==> config.mk <==
export PLATFORM = sky130hd
export DESIGN_NAME = fp_div
export DESIGN_NICKNAME = d
export VERILOG_FILES = /design/src/rtl/fp_div.sv
export SDC_FILE = /design/constraint.sdc
export NUM_CORES = 1
export LEC_CHECK = 0
export ABC_AREA = 0
export ABC_CLOCK_PERIOD_IN_PS = 3070
export CAP_MARGIN = 10
export CORE_UTILIZATION = 30
export DETAILED_ROUTE_END_ITERATION = 10
export REMOVE_ABC_BUFFERS = 1
export SLEW_MARGIN = 20
export SYNTH_ARGS = -nofsm -noshare
export SYNTH_HDL_FRONTEND = slang
export SYNTH_SLANG_ARGS = --single-unit
==> constraint.sdc <==
create_clock -name clk_i -period 3.07 [get_ports clk_i]
set_clock_uncertainty 0.1 [all_clocks]
set_input_delay 0.921 -clock clk_i [delete_from_list [all_inputs] [get_ports clk_i]]
set_output_delay 0.921 -clock clk_i [all_outputs]
set_load 0.02 [all_outputs]
### Supply network, run 1

The bar under the picture is 20 um long. Pins as bars on the die edge.
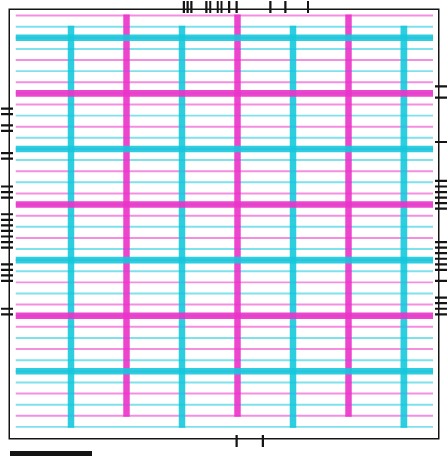
magenta -> VDD
cyan -> VSS
met4 straps = 7
rows = 37
met1 rails = 38
met5 straps = 7
signal pins = 56
die y size: 105 um
Core Box Area: 0.0103 mm^2
maximum vdd drop: 0.271 mV
width of the die: 105 um

### Placement by cell class, run 1

The bar under the picture is 20 um long.
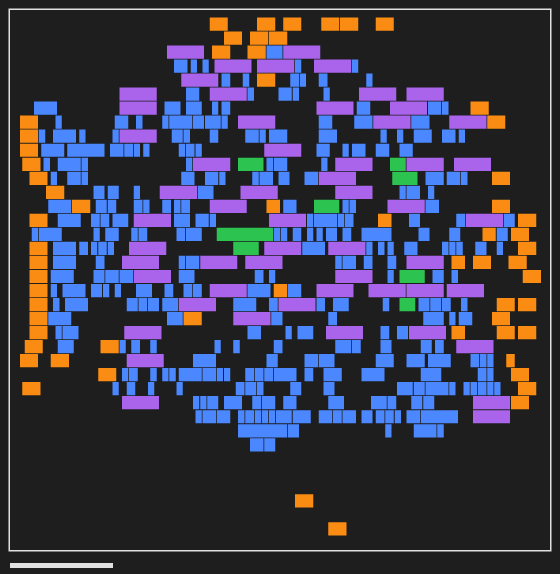
orange -> remaining buffers and delay cells  # cells 61
purple -> sequential cells  # cells 56
green -> clock drivers and dummy loads  # cells 8
blue -> combinational and other logic  # cells 308
FP Rows: 37
Seq area share: 28.3%
final instance area: 0.00396 mm^2
fin util: 38.5%

### Routed clock nets over the placement, run 1

The bar under the picture is 20 um long.
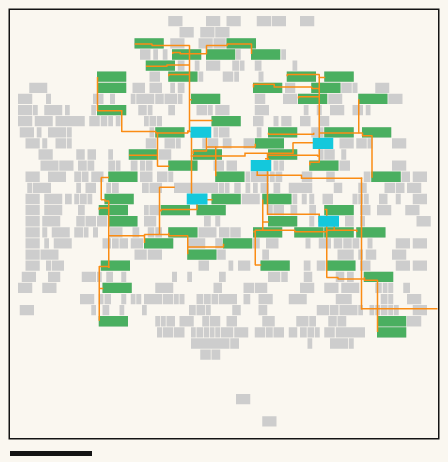
orange -> clock wires  # length 648 um
green -> flip-flops  # count 56
cyan -> clock drivers  # count 5
routed clock nets = 6
clock power share: 26.6%
clock network power: 490 uW
clk_lat worst skew: 0.31 ns

==> results.txt, run 1 <==
run metrics: Hold Crit Class=flop to flop, setup violators final=0, Initial DRC Count=approximately 190, sequential standard cell area=roughly 0.0011 mm^2, Slew Limit Fails=0, distinct lib cells=49, total clock sinks=roughly 56, Net Sw Power=578 uW, Critical Path AT=~2.9 ns, R2R Setup Slk=0.58 ns, share of flip-flops with an asynchronous set or reset=0%, Cell area leaders=dfxtp_1, ha_1, nor2_1, a21oi_1, nand2_1, # diodes=0, ys flop type=dfxtp_1, # fillers=between 1000 and 1500, Residual DRC=0, Hold-fix buffers, CTS=0, yosys cell count=384, wire length on met2=just over 3000 um, maximum clock frequency=0.353 GHz, worst endpoint required time=between 3 and 4 ns, GPL Wtd Cong=0.779, Port Buffers=55, Log Warnings=26, final hold vios=0, Routed Wire Length=7080 um, crit start category=input port, Seq. pwr=800 uW, I/O Pins=56, first-pass GRT wire length=~12000 um, status=finished, final reports clean, yosys warns=0, Slew @ Worst Pin=0.738 ns, Synth top cell by count=dfxtp_1, worst hold path stage count=2, router iterations before antenna repair=5, critical path's top delay family=adder cells, largest net degree at the start of global routing=39, Final min period=roughly 2.8 ns, Comb pwr share=30.1%, Pwr top=sequential cells, M1 wire length=3580 um, Wirelength per Cell=12.4 um, Routed Antenna Nets=0, cell depth of the worst flop-to-flop path=7, via count=between 2000 and 3000, Power Density=467 mW/mm^2, switching portion of total power=31.3%, Crit Path Class=input port to flop, TritonCTS clock tree=done, EDFF count, synth=0, Rel. slew slack=about half, met3 wire length=375 um, synthesized instance count=384, vias in the first global route=~2600, GRT Total Usage=13.7%, HPWL after DPL=roughly 5300 um, initial antenna violation count=0, met1 usage=18.8%, RSZ-0062 raised after global routing=false, internal power=approximately 1300 uW, yosys stat chip area=0.00317 mm^2, max incr delay on CP=around 0.45 ns, max reg flops=16, max_cap viols=0, fraction of layout cells with a size suffix above 1=roughly 6%, Design Power=1850 uW, cell count along the critical path=11, ys flops=roughly 56, Comb. pwr=555 uW, Setup TNS=0 ns, Synth Seq Share=35.4%, Leak Pwr=0.00149 uW, Reg clk slew, reported paths=0.11 ns, Worst Path Buf+Inv=3, Critical-path top delay cell=clkdlybuf4s50_1, critical path capture point type=flop, post_cts resized=0, Pre-Place Util=30.8%, fin crit share=92.2%, met3 Track Usage GR=around 3.1%, met2 usage=21.4%, Vias/cell=4.86, Final nets=494, Synth area leader=dfxtp_1, Synth top cells by count=dfxtp_1, nor2_1, nand2_1
run 1: logic make-up after synthesis:
group	after synthesis	synth area share, %
simple gates	132	19.6
compound gates	99	20.9
flops	56	35.4
buf+inv	46	5.85
fa+ha+maj	26	10.8
xor+xnor	13	3.60
mux	12	3.87
run 1: final cells by class:
| cell class | count | area share (%) |
|---|---|---|
| multi-input combinational | 282 | 47.0 |
| clock buffer | 5 | 1.74 |
| timing repair buffer | 61 | 14.9 |
| inverter | 26 | 2.47 |
| tap | 136 | 4.30 |
| sequential | 56 | 28.3 |
| clock inverter | 3 | 1.20 |
run 1: cells in the final DEF, fill, tap and decap left out, types with 5 or more instances in the layout:
cell,n
clkbuf_8,5
nor2_1,46
xnor2_1,9
inv_1,25
a211oi_1,16
nand2_1,39
nor2b_1,8
nor3_1,7
nand2b_1,8
clkdlybuf4s50_1,54
o21ai_0,12
ha_1,24
buf_4,6
a21oi_1,31
mux2i_1,10
a22oi_1,10
o211ai_1,5
dfxtp_1,56
run 1: worst register-to-register path, cell delays in order, from the launching register on:
cell and delay [ns]:
dfxtp_1 0.34, inv_1 0.05, ha_1 0.41, and3_1 0.30
nand3_1 0.16, o21ai_2 0.54, mux2_2 0.41, o22ai_1 0.12
run 1: metrics by stage:
stage	hold WS [ns]	instance area [um^2]	setup slack [ns]	util, %	std cells
6_report	0.359	3960	0.241	38.5	569
3_5_place_dp	0.350	3840	-0.0929	37.4	561
4_1_cts	0.363	3960	0.237	38.5	569
3_3_place_gp	0.347	3840	-0.0592	37.4	561
2_1_floorplan	0.326	3080	0.505	-	364
5_1_grt	0.375	3960	0.0926	38.5	569
### Routed metal, one color a layer, run 1

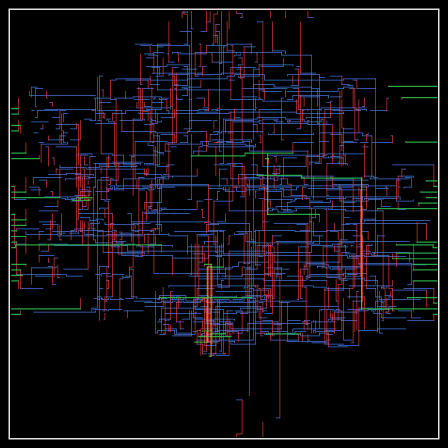

## Run 2: what changed since run 1
- PLACE_DENSITY: unset -> 0.61
### Routed metal, one color a layer, run 2

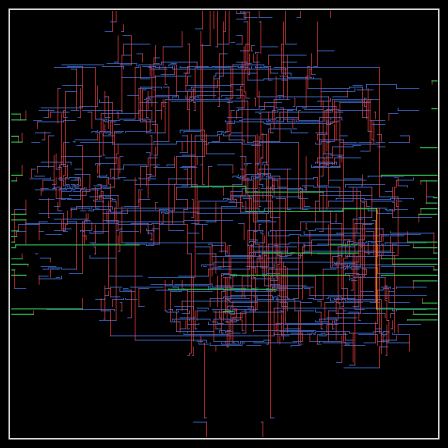
blue -> metal 1  # wire length 3620 um
green -> metal 3  # wire length 366 um
red -> metal 2  # wire length 3240 um
orange -> metal 4  # wire length 24.5 um
via count: 2724
Wirelength per Cell: 12.7 um
GRT Total Usage: 13.5%

==> run 2 against run 1 <==
Effect of this change:
- total power shrank 4.3%
- clock power decreased by 16%
- final cell count grew 0.18%
- sequential cell count is the same
- register-to-register slack worse by 0.05 ns
- critical endpoint unchanged
==> results.txt, run 2 <==
run metrics: status=finished, final reports clean (unchanged), worst hold path stage count=2 (unchanged), R2R Setup Slk=0.53 ns (was 0.58 ns), initial antenna violation count=0 (unchanged), cell depth of the worst flop-to-flop path=7 (unchanged), grt total ovfl=0 (unchanged), Area Overhead vs Synth=24.4% (was 24.9%), Dominant combinational family=AND-OR/OR-AND gates (unchanged), Hold-fix buffers, CTS=0 (unchanged), fin crit share=93.5% (was 92.2%), yosys stat chip area=0.00317 mm^2 (unchanged), CTS root buffer=clkbuf_8 (unchanged), Cell area leaders=dfxtp_1, ha_1, nor2_1, a21oi_1, nand2_1 (unchanged), logic area=0.00186 mm^2 (unchanged), # diodes=0 (unchanged), ys flop type=dfxtp_1 (unchanged), Design Power=1770 uW (was 1850 uW), Synth top cell by count=dfxtp_1 (unchanged), Reg clk slew, reported paths=0.11 ns (about the same), M1 wire length=3620 um (was 3580 um), die y size=105 um (unchanged), Critical Path AT=2.97 ns (was 2.93 ns), post-synthesis simple-gate area fraction=19.6% (unchanged), Pre-Place Util=30.8% (unchanged), total clock sinks=56 (unchanged), Synth area leader=dfxtp_1 (unchanged), Synth top cells by count=dfxtp_1, nor2_1, nand2_1 (unchanged), Power Density=449 mW/mm^2 (was 467 mW/mm^2), Avg Cell Area, Syn=8.24 um^2 (unchanged), CP max FO=3 (unchanged), Leak Pwr=0.00148 uW (was 0.00149 uW), GPL Wtd Cong=0.799 (was 0.779), Routed Antenna Nets=0 (unchanged), TritonCTS clock tree=done (unchanged), HPWL after DPL=5300 um (was 5310 um), fin util=38.3% (was 38.5%), width of the die=105 um (unchanged), Vias/cell=4.78 (was 4.86), final instance area=0.00394 mm^2 (was 0.00396 mm^2), Area leader share=35.4% (unchanged), yosys cell count=384 (unchanged), I/O Pins=56 (unchanged), Routed Wire Length=7250 um (was 7080 um), Complex Gates by Area=20.9% (unchanged), Synth Seq Share=35.4% (unchanged), hold_ws=0.363 ns (was 0.359 ns), Core Box Area=0.0103 mm^2 (unchanged), largest net degree at the start of global routing=36 (was 39), Slew Limit Fails=0 (unchanged), # fillers=1084 (was 1086), Mapped Area=0.00317 mm^2 (unchanged), TritonCTS Buffers=5 (unchanged), EDFF count, synth=0 (unchanged), share of flip-flops with an asynchronous set or reset=0% (unchanged), first-pass GRT wire length=12200 um (was 12300 um), final hold vios=0 (unchanged), setup violators final=0 (unchanged), clk_lat worst skew=0.31 ns (about the same), crit start category=input port (unchanged), synthesized instance count=384 (unchanged), router iterations before antenna repair=4 (was 5), yosys xor share=3.60% (unchanged), worst endpoint required time=3.17 ns (about the same), fraction of layout cells with a size suffix above 1=6.22% (was 6.00%), met3 wire length=366 um (was 375 um), maximum vdd drop=0.196 mV (was 0.271 mV), sequential standard cell area=0.00112 mm^2 (unchanged), post_cts resized=0 (unchanged), Log Warnings=26 (unchanged), distinct lib cells=49 (unchanged), critical path capture point type=flop (unchanged), Port Buffers=55 (unchanged), DIE AREA=0.0110 mm^2 (unchanged), Post-CTS Repair Setup Buffers=0 (unchanged), dominant logic cell type in the layout=dfxtp_1 (unchanged), Residual DRC=0 (unchanged), ys flops=56 (unchanged), FP Rows=37 (unchanged), Initial DRC Count=140 (was 190), max_cap viols=0 (unchanged), Post-Synth Adder-Cell Area=10.8% (unchanged), maximum clock frequency=0.348 GHz (was 0.353 GHz), most frequent cells in the layout=dfxtp_1, clkdlybuf4s50_1, nor2_1, nand2_1, a21oi_1 (unchanged), Final nets=495 (was 494), wire length on met2=3240 um (was 3040 um), H-tree depth=2 (unchanged), CTS Buffer Depth=2 (unchanged), Slew @ Worst Pin=0.703 ns (was 0.738 ns), MUX area fraction=3.87% (unchanged), Rel. slew slack=53.0% (was 50.7%), vias in the first global route=2574 (was 2645), Final min period=2.87 ns (was 2.83 ns), Hold Crit Class=flop to flop (unchanged), RSZ-0062 raised after global routing=false (unchanged), dpl cell area=0.00385 mm^2 (was 0.00384 mm^2), Crit Path Class=input port to flop (unchanged), max reg flops=16 (unchanged), yosys warns=0 (unchanged), highest metal used=met4 (unchanged)
### Routed clock nets over the placement, run 2

The bar under the picture is 20 um long.
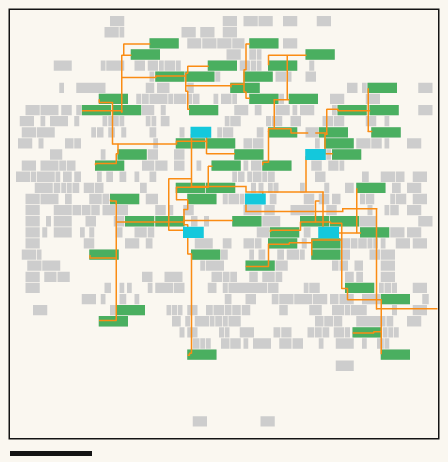
green -> flip-flops  # count 56
cyan -> clock drivers  # count 5
orange -> clock wires  # length 677 um
routed clock nets = 6
clock power share: 23.2%
clock network power: 410 uW

==> run 2: cell counts after synthesis <==
No cell type changed its count.
==> run 2: layout make-up <==
class,instances,area share (%)
Clock inverter,3,0.604
Timing Repair Buffer,62,15.2
Multi-Input combinational cell,282,47.2
Inverter,26,2.48
Sequential cell,56,28.5
Tap cell,136,4.32
Clock buffer,5,1.75
==> run 2: kinds of logic (layout without fill, tap and decap cells) <==
kind of cell    after synthesis  after routing
fa+ha+maj                    26             26
flops                        56             56
buf+inv                      46             96
mux                          12             12
xor+xnor                     13             13
compound gates               99             99
simple gates                132            132
==> run 2: where the power goes <==
group	switching, uW	leakage [uW]	internal (uW)
clock network	248	0.0000404	162
registers	35.1	0.000457	766
logic	298	0.000983	258
==> run 2: per-stage QoR <==
step | setup TNS (ns) | std cells | worst slack (ns)
final | 0 | 570 | 0.200
after floorplan | 0 | 364 | 0.505
after global routing | 0 | 570 | 0.0321
after detailed placement | -0.196 | 562 | -0.139
after global placement | -0.0672 | 562 | -0.0672
after CTS | 0 | 570 | 0.200
==> run 2: routing by layer <==
metal / up-vias / GRT usage, %
li1: 1439 / -
met1: 1228 / 18.2
met2: 55 / 22.1
met3: 2 / 2.74
met4: 0 / 2.92
met5: - / 0
==> run 2: critical path: stages <==
cell and delay (ns):
clkdlybuf4s50_1 0.45, inv_1 0.04, ha_1 0.28, ha_1 0.17, inv_1 0.06, fa_1 0.40, nand2b_1 0.16, a21oi_1 0.18
o22ai_1 0.13, nand3b_1 0.10, o211ai_1 0.08
Power figures rest on the tool's default switching activity, not on a simulated workload.
